**Close-up of the layout**

Region (24, 39) to (54, 69) um. Cells in grey, sequential cells in the stronger grey; small squares are vias.
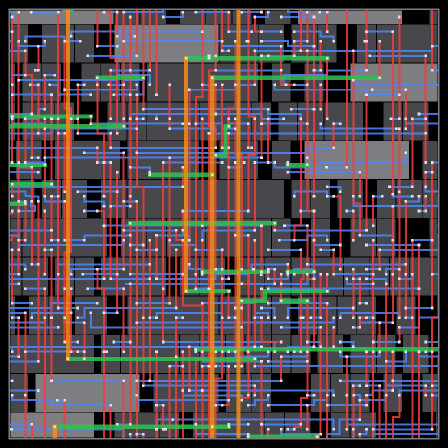
**Routing congestion map**

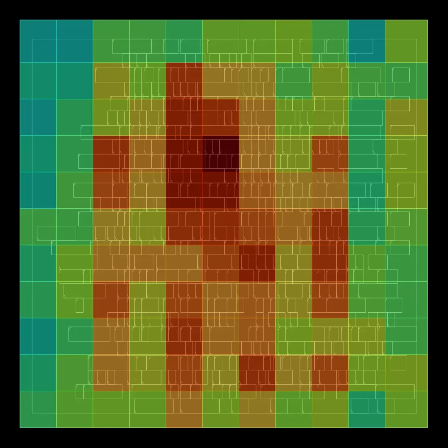
**Gate-type map**

Scale: 6 px per um.
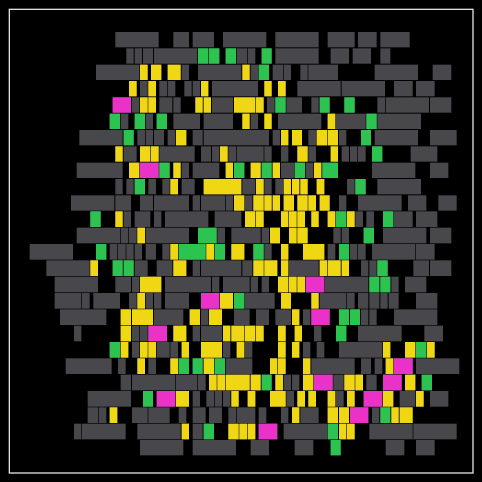
==> config.mk <==
export PLATFORM = sky130hd
export DESIGN_NAME = vin_pattern_gen
export DESIGN_NICKNAME = d
export VERILOG_FILES = /design/src/rtl/vin_pattern_gen.sv
export SDC_FILE = /design/constraint.sdc
export NUM_CORES = 1
export LEC_CHECK = 0
export ABC_AREA = 1
export CORE_MARGIN = 2
export CORE_UTILIZATION = 54
export DETAILED_ROUTE_END_ITERATION = 6
export GPL_ROUTABILITY_DRIVEN = 0
export PLACE_DENSITY = 0.82
export SETUP_SLACK_MARGIN = 0.15
export SLEW_MARGIN = 0
export SYNTH_ARGS = -nofsm -noshare
export SYNTH_HDL_FRONTEND = slang
export SYNTH_SLANG_ARGS = --single-unit
==> constraint.sdc <==
create_clock -name clk -period 2 [get_ports clk]
set_input_delay 0.3 -clock clk [delete_from_list [all_inputs] [get_ports clk]]
set_output_delay 0.3 -clock clk [all_outputs]
set_load 0.05 [all_outputs]
==> src/rtl/vin_pattern_gen.sv <==
// Internal video test-pattern source: vsync/hsync/de raster plus two
// 8-bit pixels per clock, matching the FPD-Link receiver video contract.
// Ports: clk, rst (sync, active-high), enable, pattern_sel[1:0] in;
//        v_pclk, v_vsync, v_hsync, v_de, v_pixel[15:0], frame_cnt[7:0] out.
module vin_pattern_gen #(
    parameter int H_FP   = 32,
    parameter int H_SYNC = 96,
    parameter int H_BP   = 152,
    parameter int H_ACT  = 800,
    parameter int V_FP   = 1,
    parameter int V_SYNC = 3,
    parameter int V_BP   = 46,
    parameter int V_ACT  = 1200
) (
    input  logic        clk,
    input  logic        rst,
    input  logic        enable,
    input  logic [1:0]  pattern_sel,
    output logic        v_pclk,
    output logic        v_vsync,
    output logic        v_hsync,
    output logic        v_de,
    output logic [15:0] v_pixel,
    output logic [7:0]  frame_cnt
);

    localparam int H_TOTAL = H_SYNC + H_BP + H_ACT + H_FP;
    localparam int V_TOTAL = V_SYNC + V_BP + V_ACT + V_FP;

    localparam logic [11:0] H_SE   = 12'(H_SYNC);
    localparam logic [11:0] H_A0   = 12'(H_SYNC + H_BP);
    localparam logic [11:0] H_A1   = 12'(H_SYNC + H_BP + H_ACT);
    localparam logic [11:0] H_LAST = 12'(H_TOTAL - 1);
    localparam logic [11:0] V_SE   = 12'(V_SYNC);
    localparam logic [11:0] V_A0   = 12'(V_SYNC + V_BP);
    localparam logic [11:0] V_A1   = 12'(V_SYNC + V_BP + V_ACT);
    localparam logic [11:0] V_LAST = 12'(V_TOTAL - 1);

    // Only the low bits of the active offsets feed the pattern logic.
    localparam logic [9:0] C0 = H_A0[9:0];
    localparam logic [7:0] Y0 = V_A0[7:0];

    logic [11:0] h_cnt;
    logic [11:0] v_cnt;
    logic [1:0]  pat;

    logic        h_sync;
    logic        v_sync;
    logic        de;
    logic [9:0]  c;
    logic [7:0]  y;
    logic [15:0] pix;

    assign v_pclk = clk;

    always_comb begin
        h_sync = (h_cnt < H_SE);
        v_sync = (v_cnt < V_SE);
        de     = (h_cnt >= H_A0) && (h_cnt < H_A1) &&
                 (v_cnt >= V_A0) && (v_cnt < V_A1);
        c      = h_cnt[9:0] - C0;
        y      = v_cnt[7:0] - Y0;
        pix    = 16'h0000;
        if (de) begin
            case (pat)
                2'd0: pix = {c[6:0], 1'b1, c[6:0], 1'b0};
                2'd1: pix = {y, y};
                2'd2: pix = {16{c[2] ^ y[3]}};
                default: pix = (c[9:3] == frame_cnt[6:0]) ? 16'h0000
                                                          : 16'hFFFF;
            endcase
        end
    end

    always_ff @(posedge clk) begin
        if (rst) begin
            h_cnt     <= '0;
            v_cnt     <= '0;
            pat       <= '0;
            frame_cnt <= '0;
            v_vsync   <= 1'b0;
            v_hsync   <= 1'b0;
            v_de      <= 1'b0;
            v_pixel   <= '0;
        end else if (!enable) begin
            // Abort the frame; frame_cnt and pat are kept.
            h_cnt   <= '0;
            v_cnt   <= '0;
            v_vsync <= 1'b0;
            v_hsync <= 1'b0;
            v_de    <= 1'b0;
            v_pixel <= '0;
        end else begin
            v_vsync <= v_sync;
            v_hsync <= h_sync;
            v_de    <= de;
            v_pixel <= pix;
            // Pattern changes only at frame start so a frame never tears.
            if (h_cnt == '0 && v_cnt == '0) begin
                pat <= pattern_sel;
            end
            if (h_cnt == H_LAST) begin
                h_cnt <= '0;
                if (v_cnt == V_LAST) begin
                    v_cnt     <= '0;
                    frame_cnt <= frame_cnt + 8'd1;
                end else begin
                    v_cnt <= v_cnt + 12'd1;
                end
            end else begin
                h_cnt <= h_cnt + 12'd1;
            end
        end
    end

endmodule

==> git commit body <==
Store results of the implementation flow

* Outcome: completed
* Rel. slew slack: 0.657
* Chip area line of the yosys report: 2880 um^2
- Summed over all cells, the static leakage comes to 1.54 nW.
* Clock Skew: 0.00539 ns
- The global routing report lists combined usage of all routing layers as 0.258.
- Total overflow reported by the global router: 0
- IR drop worst, VDD: 0.000411 V
* Category of the worst setup path launch point: flop
* DRC viols: 0
- Share of final-layout standard cells stronger than drive strength 1: 0.139
* Top cells, area: dfxtp_1 32%, nand2_1 12%, inv_1 7.2%
- In this run the tools logged warnings totalling 32.
- After filler insertion, the fill cell instance count of the layout stands at 477.
- HP Class: reg -> reg
- Final instance area: 3410 um^2
* Antenna diodes: 0
- Number of max-cap violations: 0
* Hold Buf Count CTS: 0
* Bufs w/o clock: 40
- The initial antenna violation count was 0.
- Compared with the post-synthesis result, the final layout area differs by 18.5%.
- The worst hold path was traced through 2 stages.
- The post-placement cell area is 3240 um^2.
* Critical hold path startpoint: frame_cnt[6]
- Once layout is complete, the utilization of the core stands at 0.664.
- Including well taps, the total number of placed cells is 525.
- The first routing iteration left 209 violations.
* Number of sequential storage elements: 46
- The layout report lists the combined flip-flop and latch area as 926 um^2.
- Clock buffers in the final layout number 10.
- Gate count of the mapped netlist: 430
- The chip occupies 5930 um^2.
- Crit path kind: reg -> out
- The design received a total of 70 well taps at floorplan.
- Combinational gate area: 1630 um^2
- Post-DP HPWL: 5.52 mm
- Counting every net in the synthesized netlist gives 443.
- In this run the number of cells on the critical path is 1.
* Launching instance or port of the critical path: v_vsync
* Clock tree from TritonCTS: done
- Final tally of setup violations: 0
- In this run, the synthesized area fraction spent on adder and majority cells is recorded as 0.0348.
- Drt first pass iters: 5
- Via-per-instance ratio: 5.40
* AO/OA Area Share: 0.0995
- For the finished layout, the period the worst path requires is 1.82 ns.
- The fraction of final cell area spent on clock buffers and inverters in this run is 0.0458.
* Vias after detailed routing: 2913
* Flop share of the area: 0.271
- In this run the remaining antenna-violating nets after routing total 0.
- Actual slew at the worst max-slew pin: 0.517 ns
* Cell group occupying the most layout area: logic gates
* Final hold violations: 0
- Worst-path cell with the longest stage delay: clkdlybuf4s50_1
- Element type at the critical path end: output port
* Period Utilization, post-route: 0.911
* Maximum number of pins on one net before global-route repair: 15
* Yosys top cell area share: 0.320
* Inverters: 65
- Along the worst path, the maximum fanout reaches 1.
- According to the I/O placement log, the pin count is 33.
- The first global-routing pass estimated 12.1 mm of wire.
- The total area inside the core boundary comes to 5140 um^2.
- Insertion delay at the late pin of the worst-skew pair: 0.42 ns
* Most frequent logic cells in the routed design: 93 x nand2_1, 53 x inv_1, 49 x nor2_1
- Looking at the worst setup and hold paths, the clock pins of their registers show a slew of 0.09 ns.
- Number of logic gates: 306
- Layout buffering overhead excluding clock cells: 0.107
- Counting the warning lines in the Yosys log gives 0.
- The placement report lists the number of port buffers as 32.
- Upper clock frequency limit: 549 MHz
- Cell family contributing the most delay on the critical path: buffers and inverters
- Proportion of synthesized chip area in sequential cells: 0.320
- Cell taking the most area after synthesis: dfxtp_1
- Fp_density: 0.560
* CP peak stage delay: 0.79 ns
* Top logic family: simple AND/OR/NAND/NOR gates
* CP cell instances: clkdlybuf4s50_1
- The cell area that synthesis handed to floorplanning was 2880 um^2.
* Count of cells along the worst register-to-register path: 9
- Vertical extent of the die: 77.0 um
* Multiplexer area fraction after synthesis: 0
* Areal power density over the cells: 587 nW/um^2
- Count of standard-cell rows: 26
* Registers, synthesis: 46
* Arrival time worst endpoint: 1.52 ns
- The required time at the worst endpoint is listed as 1.70 ns.
- In this run the horizontal extent of the chip is 77.0 um.
- Setup repair after global routing left no endpoint under its margin.
- Fin. max-slew vios: 0
- Vias in the first global route: 2699
- For this block, the routed nets add up to 7.38 mm of wire.
- Number of nets at the end of the flow: 481
- In this run, the synthesized area fraction spent on and/or/nand/nor cells is recorded as 0.390.
- Yosys stat counts 430 cells in the synthesized netlist.
* FF-to-FF Start: v_cnt[1]
* Worst Hold Margin: 0.479 ns
- Per-instance average area after synthesis: 6.70 um^2
* Xor and xnor fraction of the mapped netlist area: 0.0395
- Buffers plus inverters on the worst setup path: 1
* Number of library cell types mapped by synthesis: 37
- Total negative slack: 0 ns
-- 'close-up of the layout' (at the start) --
Key: orange = met4; blue = met1; green = met3; red = met2
Netlist names of flops here include v_cnt (4), v_pixel (1). Sequential cells in the window: 5. Most frequent: nand2_1 (33), inv_1 (15), nand3_1 (15). 119 logic cells have their middle in the window.

-- 'routing congestion map' (at the start) --
Avg WL per Cell: 13.7 um
layer carrying the most global-route usage: met2

-- 'gate-type map' (at the start) --
Key: magenta = XOR/XNOR gates [cells 13]; yellow = NAND gates [cells 146]; green = inverting AOI/OAI gates [cells 53]
logic share of the area: 0.478
Layout Cells excl Fill: 539
Top cell excl fill/tap: nand2_1

==> per-layer routing <==
layer | share of wire | track usage | wire length (um) | vias up
li1 | - | - | - | 1444
met1 | 0.43 | 0.315 | 3170 | 1334
met2 | 0.48 | 0.426 | 3550 | 118
met3 | 0.066 | 0.0671 | 488 | 17
met4 | 0.023 | 0.120 | 172 | 0
met5 | 0 | 0 | 0 | -
==> state kept, by name, summed over array words and instances (netlist names) <==
register   cells
v_de           1
h_cnt         12
v_cnt         12
v_hsync        1
v_pixel        9
frame_cnt      8
v_vsync        1
pat            2
==> power by group <==
| group | internal [mW] | switching (mW) | total [mW] |
|---|---|---|---|
| Sequential | 0.923 | 0.00592 | 0.929 |
| Clock | 0.514 | 0.443 | 0.957 |
| Combinational | 0.0419 | 0.0757 | 0.118 |
| Total | 1.48 | 0.524 | 2.00 |
==> worst reg2reg max path: stages, from the launching register on <==
cell     delay (ns)
dfxtp_1        0.38
inv_1          0.13
ha_1           0.24
nand2_1        0.13
inv_1          0.07
nand3_2        0.14
nor2_1         0.07
nor2_2         0.24
o21ai_1        0.12
a21oi_1        0.15
==> kinds of logic (layout without fill, tap and decap cells) <==
kind of cell / Yosys count / count (layout)
AOI/OAI and AO/OA: 54 / 54
xor gates and xnor gates: 13 / 13
adders and majority gates: 8 / 8
buffers and inverters: 78 / 117
DFF: 46 / 46
and+or+nand+nor: 231 / 231
==> worst paths after layout <==
kind                       end  slack [ns]
setup / recovery       v_vsync        0.18
hold / removal    frame_cnt[6]        0.48
setup reg to reg      v_cnt[4]        0.25
hold reg to reg   frame_cnt[6]        0.48
==> cell usage after synthesis <==
| cell | n |
|---|---|
| buf_6 | 1 |
| nor3_1 | 17 |
| nand3_2 | 5 |
| inv_2 | 8 |
| nor2_2 | 6 |
| inv_4 | 1 |
| nand2_2 | 6 |
| xor2_1 | 11 |
| nor3_2 | 4 |
| nand2_4 | 1 |
| clkinv_1 | 1 |
| ha_1 | 8 |
| o21a_1 | 1 |
| nand2_1 | 93 |
| nor3_4 | 1 |
| o21ai_0 | 11 |
| nor3b_4 | 1 |
| buf_2 | 3 |
| nor2_1 | 50 |
| nand3_4 | 1 |
| clkbuf_1 | 1 |
| nand3_1 | 34 |
| nor2_4 | 2 |
| nand3b_1 | 1 |
| xnor2_1 | 2 |
| inv_1 | 55 |
| or2_1 | 1 |
| nor4_1 | 2 |
| o32ai_1 | 1 |
| a21oi_1 | 32 |
| dfxtp_1 | 46 |
| o21ai_1 | 7 |
| nor4_4 | 1 |
| buf_4 | 8 |
| a211oi_2 | 1 |
| nand4_1 | 5 |
| o211ai_1 | 1 |
==> through the flow <==
| step | total power, mW | setup WS (ns) |
|---|---|---|
| after CTS | 2.02 | 0.0536 |
| final | 2.00 | 0.178 |
| after global placement | 1.18 | 0.0279 |
| after floorplan | 1.14 | 0.414 |
| after global routing | 2.07 | 0.153 |
| after detailed placement | 1.18 | 0.0273 |
==> timing repair <==
| item | CTS | global route |
|---|---|---|
| endpoints found under the setup margin | 21 | 35 |
| pin swaps | 0 | 3 |
| buffers inserted | 0 | 3 |
| gates resized | 20 | 14 |
Power is estimated from default activity; no workload was simulated.
